==> src/rtl/add_sequencer_pkg.sv <==
// Shared types for the word-serial adder sequencer.
package add_sequencer_pkg;

  typedef enum logic [1:0] {
    IDLE = 2'd0,
    RUN  = 2'd1,
    DONE = 2'd2
  } state_t;

endpackage

==> src/rtl/add_slice.sv <==
// One-word combinational adder with carry in; the single arithmetic resource
// that the sequencer reuses for every word of the wide sum.
module add_slice #(
  parameter int WIDTH = 8
) (
  input  logic [WIDTH-1:0] a,
  input  logic [WIDTH-1:0] b,
  input  logic             ci,
  output logic [WIDTH-1:0] s,
  output logic             co
);

  assign {co, s} = {1'b0, a} + {1'b0, b} + {{WIDTH{1'b0}}, ci};

endmodule

==> src/rtl/add_sequencer.sv <==
// Wide adder built by stepping one narrow slice over NWORDS words, LSW first,
// with valid/ready handshakes on the operand and result sides.
//
// state | meaning
// IDLE  | in_ready high, waiting for an operand pair
// RUN   | one word per cycle through the slice, carry kept in carry_q
// DONE  | result held with out_valid high until out_ready
module add_sequencer
  import add_sequencer_pkg::*;
#(
  parameter int WIDTH  = 8,
  parameter int NWORDS = 4
) (
  input  logic                     clk,
  input  logic                     rst,
  input  logic                     in_valid,
  output logic                     in_ready,
  input  logic [WIDTH*NWORDS-1:0]  a,
  input  logic [WIDTH*NWORDS-1:0]  b,
  input  logic                     cin,
  output logic                     out_valid,
  input  logic                     out_ready,
  output logic [WIDTH*NWORDS-1:0]  s,
  output logic                     cout,
  output logic                     busy
);

  localparam int IDXW = (NWORDS > 1) ? $clog2(NWORDS) : 1;
  localparam logic [IDXW-1:0] LAST_IDX = IDXW'(NWORDS - 1);

  state_t                         state_q;
  logic [IDXW-1:0]                idx_q;
  logic [NWORDS-1:0][WIDTH-1:0]   a_q;
  logic [NWORDS-1:0][WIDTH-1:0]   b_q;
  logic [NWORDS-1:0][WIDTH-1:0]   s_q;
  logic                           carry_q;
  logic                           cout_q;

  logic [WIDTH-1:0]               sum_d;
  logic                           carry_d;

  add_slice #(.WIDTH(WIDTH)) u_slice (
    .a  (a_q[idx_q]),
    .b  (b_q[idx_q]),
    .ci (carry_q),
    .s  (sum_d),
    .co (carry_d)
  );

  always_ff @(posedge clk) begin
    if (rst) begin
      state_q <= IDLE;
      idx_q   <= '0;
      a_q     <= '0;
      b_q     <= '0;
      s_q     <= '0;
      carry_q <= 1'b0;
      cout_q  <= 1'b0;
    end else begin
      case (state_q)
        IDLE: begin
          if (in_valid) begin
            a_q     <= a;
            b_q     <= b;
            carry_q <= cin;
            idx_q   <= '0;
            state_q <= RUN;
          end
        end
        RUN: begin
          s_q[idx_q] <= sum_d;
          carry_q    <= carry_d;
          if (idx_q == LAST_IDX) begin
            cout_q  <= carry_d;
            idx_q   <= '0;
            state_q <= DONE;
          end else begin
            idx_q <= idx_q + 1'b1;
          end
        end
        DONE: begin
          if (out_ready) state_q <= IDLE;
        end
        default: state_q <= IDLE;
      endcase
    end
  end

  // Handshake outputs decode the state register only, so no input reaches an output.
  assign in_ready  = (state_q == IDLE);
  assign out_valid = (state_q == DONE);
  assign busy      = (state_q != IDLE);
  assign s         = s_q;
  assign cout      = cout_q;

endmodule

==> config.mk <==
export PLATFORM = sky130hd
export DESIGN_NAME = add_sequencer
export DESIGN_NICKNAME = d
export VERILOG_FILES = /design/src/rtl/add_sequencer_pkg.sv /design/src/rtl/add_slice.sv /design/src/rtl/add_sequencer.sv
export SDC_FILE = /design/constraint.sdc
export NUM_CORES = 1
export LEC_CHECK = 0
export ABC_AREA = 0
export CAP_MARGIN = 20
export CORE_UTILIZATION = 53
export CTS_CLUSTER_SIZE = 40
export DETAILED_ROUTE_END_ITERATION = 10
export HOLD_SLACK_MARGIN = 0.03
export PLACE_DENSITY_LB_ADDON = 0.25
export SKIP_LAST_GASP = 1
export SLEW_MARGIN = 30
export SYNTH_ARGS = -nofsm -noshare
export SYNTH_HDL_FRONTEND = slang
export SYNTH_SLANG_ARGS = --single-unit
==> constraint.sdc <==
create_clock -name clk -period 5.7 [get_ports clk]
set_input_delay 1.14 -clock clk [delete_from_list [all_inputs] [get_ports clk]]
set_output_delay 1.14 -clock clk [all_outputs]
set_load 0.005 [all_outputs]
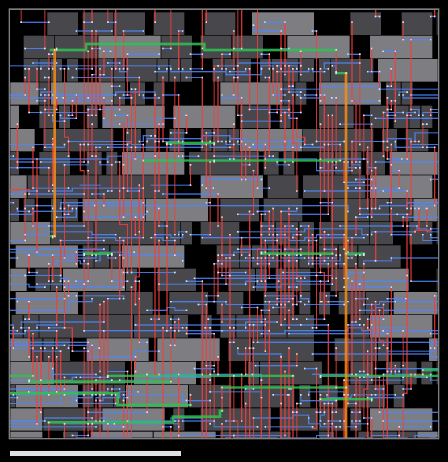
run_1/zoom.png
The bar under the picture is 20 um long. Region (21, 40) to (71, 90) um. Cells in gray, sequential cells in the stronger gray; small squares are vias.
[blue] met1
[green] met3
[orange] met4
[red] met2
most frequent: nand2_1 (47), dfxtp_1 (34), a21oi_1 (32)
sequential cells in the window: 34
cells with their middle in the window: 205
netlist names of flops here include: `a_q` (20), `s` (6), `b_q` (5)

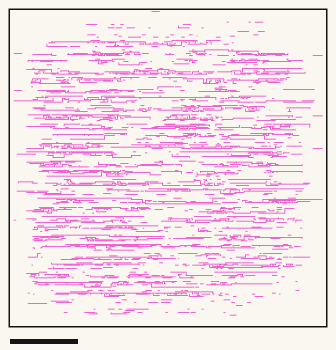
run_1/met1.png
The bar under the picture is 20 um long.
longest straight run: 38.2 um
share of all routed wire: 45%

==> results.json, run 1 <==
{
  "slew_viol_final": 0,
  "timing.final.ws_setup_ns": 2.55,
  "syn_area_mm2": 0.00437,
  "gr-usage-met2_pct": 40.5,
  "tapCellCount": 102,
  "via_per_inst": 5.33,
  "ys_seq_elements": 102,
  "ys_seq_share_pct": 46.7,
  "nNonClkInverters": 8,
  "setup_viol": 0,
  "crit_buf_inv": 1,
  "power_mw": 1.47,
  "wl_met1_um": 4370,
  "grtUsageMet3_pct": 3.20,
  "cts.clk_slew.worst_paths_ns": 0.09,
  "synth_area_per_cell_um2": 8.59,
  "ys_sh_adder_pct": 4.06,
  "power.density_mw_per_mm2": 261,
  "status": "completed",
  "power_leakage_nw": 2.01,
  "dp.final_hpwl_um": 7030,
  "fin_setup_tns_ns": 0,
  "finalCriticalPeriod_ns": 3.15,
  "seq_power_mw": 0.773,
  "holdWs_ns": 0.457,
  "cp_cell_sequence": "mux4_2 > fa_1 > inv_1 > fa_1 > and2b_1 > nor3_1 > o21ai_0 > xnor2_1 > o31ai_1",
  "cpPeakStageDelay_ns": 0.68,
  "r2r_start": "idx_q[1]",
  "crit_arrival_ns": 3.38,
  "ys_warn_count": 0,
  "detail_route.wl_per_cell_um": 14.1,
  "crit_family": "flip-flops",
  "stdcell_count": 696,
  "yosys.area_share.aoi_pct": 16.1,
  "switching_share_pct": 25.2,
  "simple_gate_share_pct": 19.9,
  "min_delay_path_depth": 2,
  "use_met1_pct": 31.7,
  "powerClk_mw": 0.466,
  "tritoncts": "yes",
  "p_seq_share_pct": 52.7,
  "mux_share_pct": 8.24,
  "period_used_pct": 55.2,
  "dominant_cells": "multi-input combinational cells",
  "fin_nets": 672,
  "port_buffers": 104,
  "dp_cells": 681,
  "flop_cell": "dfxtp_1",
  "crit_path_frequent_cell": "fa_1",
  "ys_area_mm2": 0.00437,
  "crit_fanout": 19,
  "cp-start-kind": "flip-flop",
  "diodes": 0,
  "fillers": 609,
  "root_buffer": "clkbuf_8",
  "crit_start": "idx_q[1]",
  "crit_path_end": "s[30]",
  "rsz0062_at_grt": "no",
  "h-tree-depth": 3,
  "highest_layer": "met4",
  "cts.path.max_buffers": 2,
  "grt_max_degree": 112,
  "gr-total-overflow": 0,
  "clock_skew_ns": 0.00874,
  "hold_buffers": 0,
  "synth-edff-count": 0,
  "relSlewSlack_pct": 47.9,
  "layout_top_cell": "nand2_1",
  "postCtsSetupBuffers": 0,
  "largestPowerGroup": "sequential cells",
  "grt_pass1_vias": 3500,
  "synth_cell_types": 38,
  "coreArea_mm2": 0.00785,
  "met3_length_um": 502,
  "post-synth-top-area-fraction_pct": 46.7,
  "logic_area_mm2": 0.00215,
  "die_h_um": 92.8,
  "critPathKind": "reg2reg",
  "ys_async_sr_fraction_pct": 0,
  "hp-class": "reg2reg",
  "area_growth_pct": 28.2,
  "post_cts_resized": 0,
  "tightest_slew_ns": 0.781,
  "top_cell": "nand2_1",
  "drtPass1Iterations": 4,
  "ant_nets": 0,
  "fin_util_pct": 71.4,
  "intPower_mw": 1.10,
  "num_rows": 32,
  "ys_top_cells_by_count": "167 x nand2_1, 102 x dfxtp_1, 91 x a21oi_1, 18 x clkbuf_1, 16 x mux4_2",
  "top_cells_by_area": "dfxtp_1 47%, nand2_1 14%, a21oi_1 10%",
  "design_area_mm2": 0.00561,
  "crit_cells": 9,
  "min_from": "s[2]",
  "cp-end-kind": "flip-flop",
  "min_to": "s[2]",
  "dp_worst_setup_slack_ns": 2.23,
  "busiest_layer": "met2",
  "synthTopLogicFamily": "simple AND/OR/NAND/NOR gates",
  "critPathSlowestCell": "dfxtp_2",
  "combPwrFrac_pct": 15.5
}
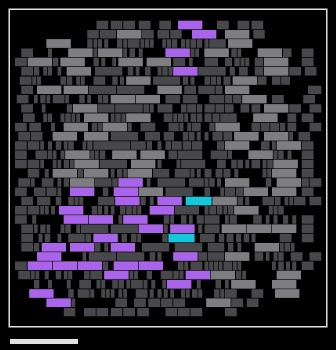
run_1/registers.png
The bar under the picture is 20 um long. Other sequential cells in the stronger gray, the rest of the logic in the fainter gray.
[cyan] `idx_q` | sequential cells: 2
[purple] `b_q` | sequential cells: 32
not colored: 68

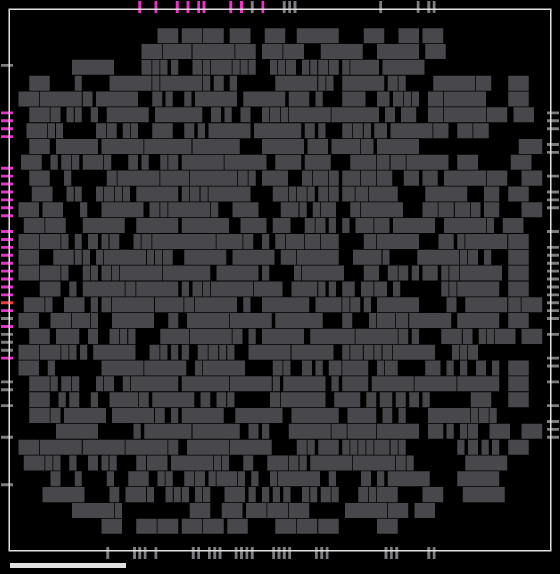
run_1/pins.png
The bar under the picture is 20 um long. Pins as bars across the die edge, other pins in gray.
[magenta] `a` | pins: 32 | direction: input | edge: 23 left, 9 top
[red] `busy` | pins: 1 | direction: output | edge: left
all pins by edge: 34 left, 28 right, 26 bottom, 17 top

run_1/final_clocks.png
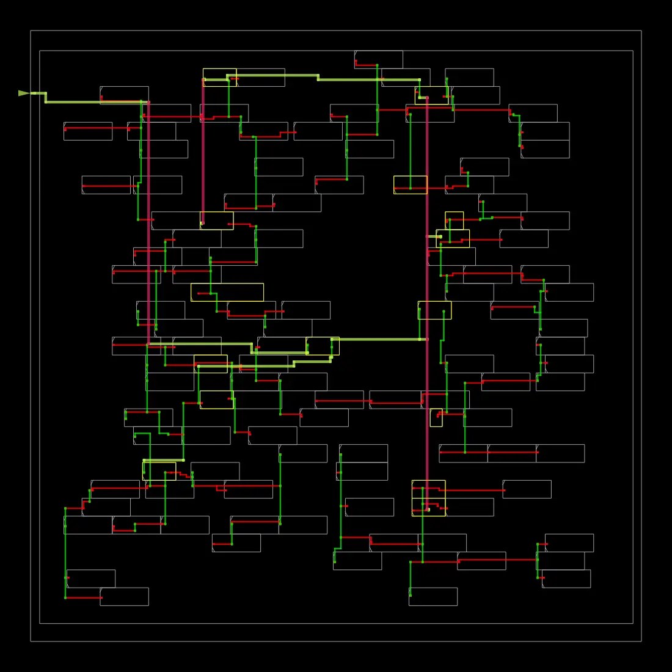

==> run 2: changes to the inputs <==
Settings changed: CORE_UTILIZATION 53 to 50.
Clock period 5.7 ns to 3.3 ns, I/O delays scaled along.
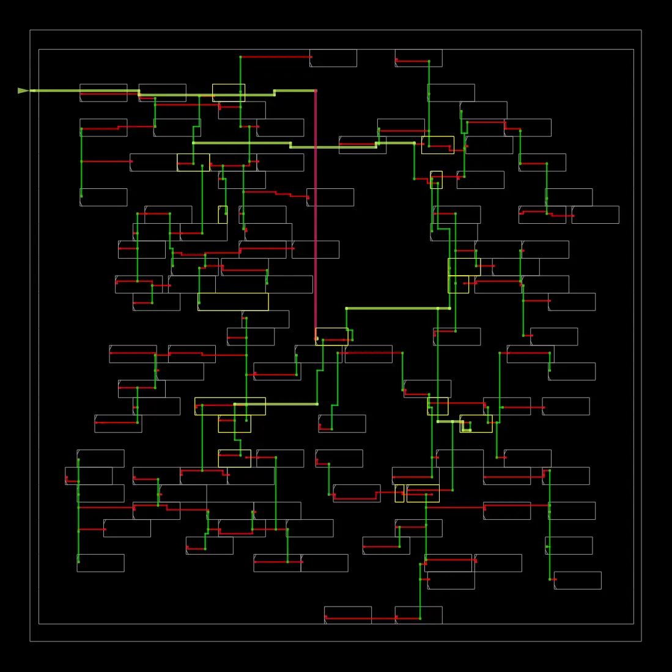
run_2/final_clocks.png
Flops: 102
clock buffers: 11
total CTS buffers: 9
clk_skew: 0.0140 ns

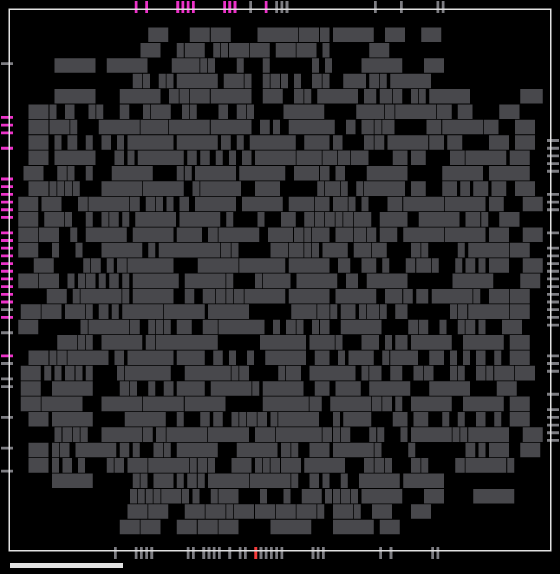
run_2/pins.png
The bar under the picture is 20 um long. Pins as bars across the die edge, other pins in gray.
[red] `busy` | pins: 1 | direction: output | edge: bottom
[magenta] `a` | pins: 32 | direction: input | edge: 22 left, 10 top

==> run 2 against run 1 <==
- critical path depth down 1
- clock skew increased by 0.0053 ns
- global-route usage shrank 1.2 points
- design area grew 0.91%
- utilization shrank 3.6 points
- clock power grew 83%
- final cell count up 1.3%
- synthesized area did not move
- non-clock buffer count increased by 5
- critical endpoint is now s[7]
- largest power group unchanged
==> results.json, run 2 <==
{
  "stdcell_count": 705,
  "grtUsageMet3_pct": 5.10,
  "cp-start-kind": "flip-flop",
  "critPathKind": "reg2reg",
  "fin_setup_tns_ns": 0,
  "crit_buf_inv": 1,
  "die_w_um": 95.5,
  "r2r_start": "idx_q[0]",
  "crit_path_end": "s[7]",
  "dp_cells": 689,
  "tapCellCount": 105,
  "largestPowerGroup": "sequential cells",
  "max_freq_mhz": 335,
  "ys_seq_elements": 102,
  "logic_gates": 365,
  "flop_cell": "dfxtp_1",
  "p_switching_mw": 0.663,
  "num_rows": 33,
  "combPwrFrac_pct": 15.8,
  "synthCells": 509,
  "cp-end-kind": "flip-flop",
  "area_growth_pct": 29.4,
  "nNonClkInverters": 8,
  "gp_congestion": 0.803,
  "crit_arrival_ns": 3.27,
  "critPathSlowestCell": "dfxtp_1",
  "period_used_pct": 90.5,
  "synthTopLogicFamily": "simple AND/OR/NAND/NOR gates",
  "post-synth-top-area-fraction_pct": 46.7,
  "ys_top_cells_by_count": "167 x nand2_1, 102 x dfxtp_1, 91 x a21oi_1, 18 x clkbuf_1, 16 x mux4_2",
  "syn_area_mm2": 0.00437,
  "hp-class": "reg2reg",
  "crit_cells": 8,
  "min_to": "b_q[31]",
  "drc": 0,
  "power_leakage_nw": 2.04,
  "use_met1_pct": 29.4,
  "antenna_found_initial": 0,
  "powerClk_mw": 0.851,
  "regToRegSetupSlack_ns": 0.31,
  "crit_start": "idx_q[0]",
  "crit_fanout": 13,
  "switching_share_pct": 25.6,
  "ys_sh_adder_pct": 4.06,
  "cts.clk_slew.worst_paths_ns": 0.09,
  "h-tree-depth": 3,
  "wl_met1_um": 4590,
  "die_h_um": 95.5,
  "num_vias": 3724,
  "ant_nets": 0,
  "dp_worst_setup_slack_ns": 0.324,
  "grt_pass1_vias": 3421,
  "tightest_slew_ns": 0.760,
  "log.warning_count": 31,
  "root_buffer": "clkbuf_8",
  "fillers": 708,
  "cpPeakStageDelay_ns": 0.54,
  "seq_power_mw": 1.33,
  "ff2ff_path_depth": 8,
  "highest_layer": "met4",
  "post_cts_resized": 0,
  "slew_viol_final": 0,
  "ys_cells": 509,
  "port_buffers": 104,
  "timing.final.ws_setup_ns": 0.313,
  "top_cell": "nand2_1",
  "coreArea_mm2": 0.00834,
  "drtPass1Iterations": 4,
  "rsz0062_at_grt": "no",
  "met2WireLength_um": 4840,
  "power_mw": 2.59,
  "met3_length_um": 438,
  "cp_cell_sequence": "buf_4 > mux4_2 > ha_1 > a21oi_1 > o21ai_0 > and3_4 > or3_1 > a21oi_1",
  "ys_async_sr_fraction_pct": 0,
  "cts.path.max_buffers": 2,
  "power.density_mw_per_mm2": 457,
  "synth-edff-count": 0,
  "fin_nets": 677,
  "status": "completed",
  "top_cells_by_area": "dfxtp_1 47%, nand2_1 14%, a21oi_1 10%",
  "ir_drop_mv": 0.218,
  "ys_area_mm2": 0.00437,
  "postCtsSetupBuffers": 0,
  "mux_share_pct": 8.24,
  "min_from": "b_q[31]",
  "setup_viol": 0,
  "dominant_cells": "multi-input combinational cells",
  "crit_path_frequent_cell": "a21oi_1",
  "relSlewSlack_pct": 49.3,
  "simple_gate_share_pct": 19.9,
  "detail_route.wl_per_cell_um": 14.2,
  "busiest_layer": "met2",
  "synth_cell_types": 38,
  "crit_family": "AND-OR/OR-AND gates",
  "fin_util_pct": 67.8,
  "holdWs_ns": 0.458,
  "diodes": 0,
  "finalCriticalPeriod_ns": 2.99,
  "layout_top_cell": "nand2_1",
  "gr-total-overflow": 0,
  "ys_seq_share_pct": 46.7,
  "gr-usage-met2_pct": 38.6,
  "dp.final_hpwl_um": 7220,
  "p_seq_share_pct": 51.3,
  "max_cap_viol_count": 0,
  "grt_max_degree": 112,
  "yosys.area_share.aoi_pct": 16.1,
  "tritoncts": "yes",
  "design_area_mm2": 0.00566,
  "pwr-share-clk_pct": 32.9,
  "hold_buffers": 0,
  "synth_area_per_cell_um2": 8.59,
  "intPower_mw": 1.92,
  "finalHoldViolCount": 0,
  "ys_warn_count": 0,
  "logic_area_mm2": 0.00215,
  "min_delay_path_depth": 2,
  "via_per_inst": 5.28
}
run_2/registers.png
The bar under the picture is 20 um long. Other sequential cells in the stronger gray, the rest of the logic in the fainter gray.
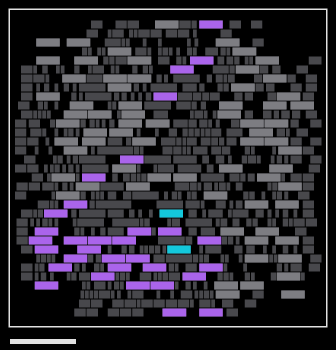

==> run 3: changes to the inputs <==
Settings changed: SKIP_CTS_REPAIR_TIMING from default to 1, SLEW_MARGIN 30 to default.
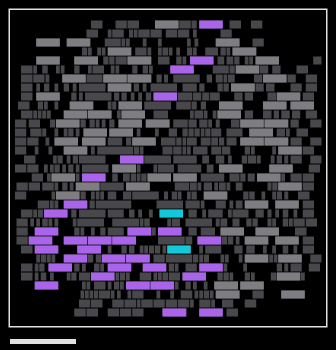
run_3/registers.png
The bar under the picture is 20 um long. Other sequential cells in the stronger gray, the rest of the logic in the fainter gray.
[purple] `b_q` | sequential cells: 32
[cyan] `idx_q` | sequential cells: 2
not colored: 68

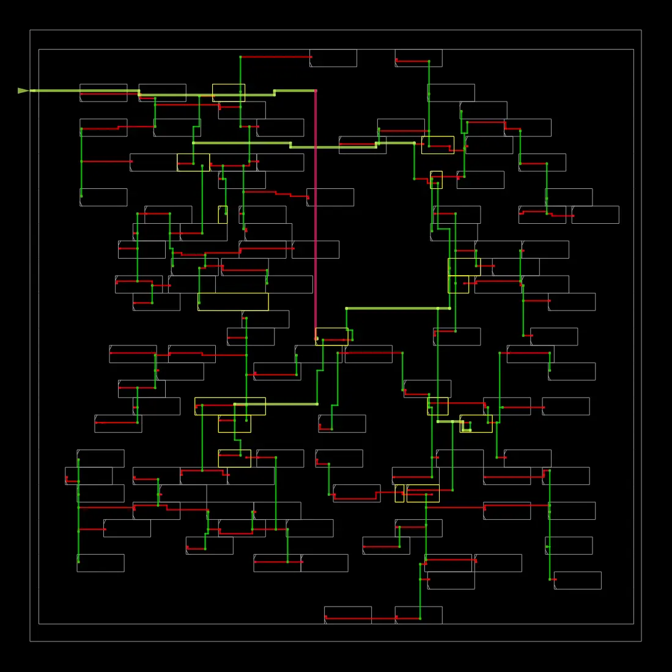
run_3/final_clocks.png
clk latency late pin: 0.36 ns
Clk power: 0.851 mW
Sink Count: 102

==> run 3 against run 2 <==
- design area about the same
- sequential power about the same
- synthesized area unchanged
- critical path type unchanged
- via count unchanged
- synthesized cell count unchanged
- clock power about the same
- die size unchanged
- non-clock buffer count unchanged
==> results.json, run 3 <==
{
  "status": "completed",
  "dp_cells": 689,
  "logic_gates": 365,
  "grtUsageMet3_pct": 5.10,
  "gp_congestion": 0.803,
  "ys_async_sr_fraction_pct": 0,
  "flop_cell": "dfxtp_1",
  "setup_viol": 0,
  "power.density_mw_per_mm2": 458,
  "layout_top_cell": "nand2_1",
  "grt_pass1_vias": 3421,
  "root_buffer": "clkbuf_8",
  "dp.final_hpwl_um": 7220,
  "die_h_um": 95.5,
  "ys_top_cells_by_count": "167 x nand2_1, 102 x dfxtp_1, 91 x a21oi_1, 18 x clkbuf_1, 16 x mux4_2",
  "synth_cell_types": 38,
  "antenna_found_initial": 0,
  "via_per_inst": 5.28,
  "p_switching_mw": 0.663,
  "drtPass1Iterations": 4,
  "cp-end-kind": "flip-flop",
  "timing.final.ws_setup_ns": 0.303,
  "crit_start": "idx_q[0]",
  "gr-usage-met2_pct": 38.6,
  "port_buffers": 104,
  "met2WireLength_um": 4840,
  "period_used_pct": 90.8,
  "finalHoldViolCount": 0,
  "min_delay_path_depth": 2,
  "ys_sh_adder_pct": 4.06,
  "fin_setup_tns_ns": 0,
  "p_seq_share_pct": 51.3,
  "tritoncts": "yes",
  "min_from": "b_q[31]",
  "clock_skew_ns": 0.0140,
  "crit_cells": 9,
  "detail_route.wl_per_cell_um": 14.2,
  "mux_share_pct": 8.24,
  "crit_fanout": 9,
  "post-synth-top-area-fraction_pct": 46.7,
  "dp_worst_setup_slack_ns": 0.324,
  "dominant_cells": "multi-input combinational cells",
  "pwr-share-clk_pct": 32.9,
  "ff2ff_path_depth": 9,
  "coreArea_mm2": 0.00834,
  "tightest_slew_ns": 1.05,
  "min_to": "b_q[31]",
  "drc": 0,
  "top_cell": "nand2_1",
  "cts.clk_slew.worst_paths_ns": 0.09,
  "max_cap_viol_count": 0,
  "slew_viol_final": 0,
  "cts.path.max_buffers": 2,
  "power_leakage_nw": 2.04,
  "highest_layer": "met4",
  "crit_path_frequent_cell": "fa_1",
  "busiest_layer": "met2",
  "ys_area_mm2": 0.00437,
  "critPathSlowestCell": "mux4_2",
  "regToRegSetupSlack_ns": 0.30,
  "gr-total-overflow": 0,
  "power_mw": 2.59,
  "fin_nets": 677,
  "synthCells": 509,
  "fillers": 708,
  "crit_buf_inv": 1,
  "grt_max_degree": 112,
  "numCtsBuffers": 9,
  "log.warning_count": 31,
  "rsz0062_at_grt": "no",
  "top_cells_by_area": "dfxtp_1 47%, nand2_1 14%, a21oi_1 10%",
  "design_area_mm2": 0.00565,
  "nNonClkInverters": 8,
  "crit_path_end": "s[22]",
  "fin_util_pct": 67.8,
  "seq_power_mw": 1.33,
  "simple_gate_share_pct": 19.9,
  "hp-class": "reg2reg",
  "finalCriticalPeriod_ns": 3.00
}
Power is estimated from default activity; no workload was simulated.
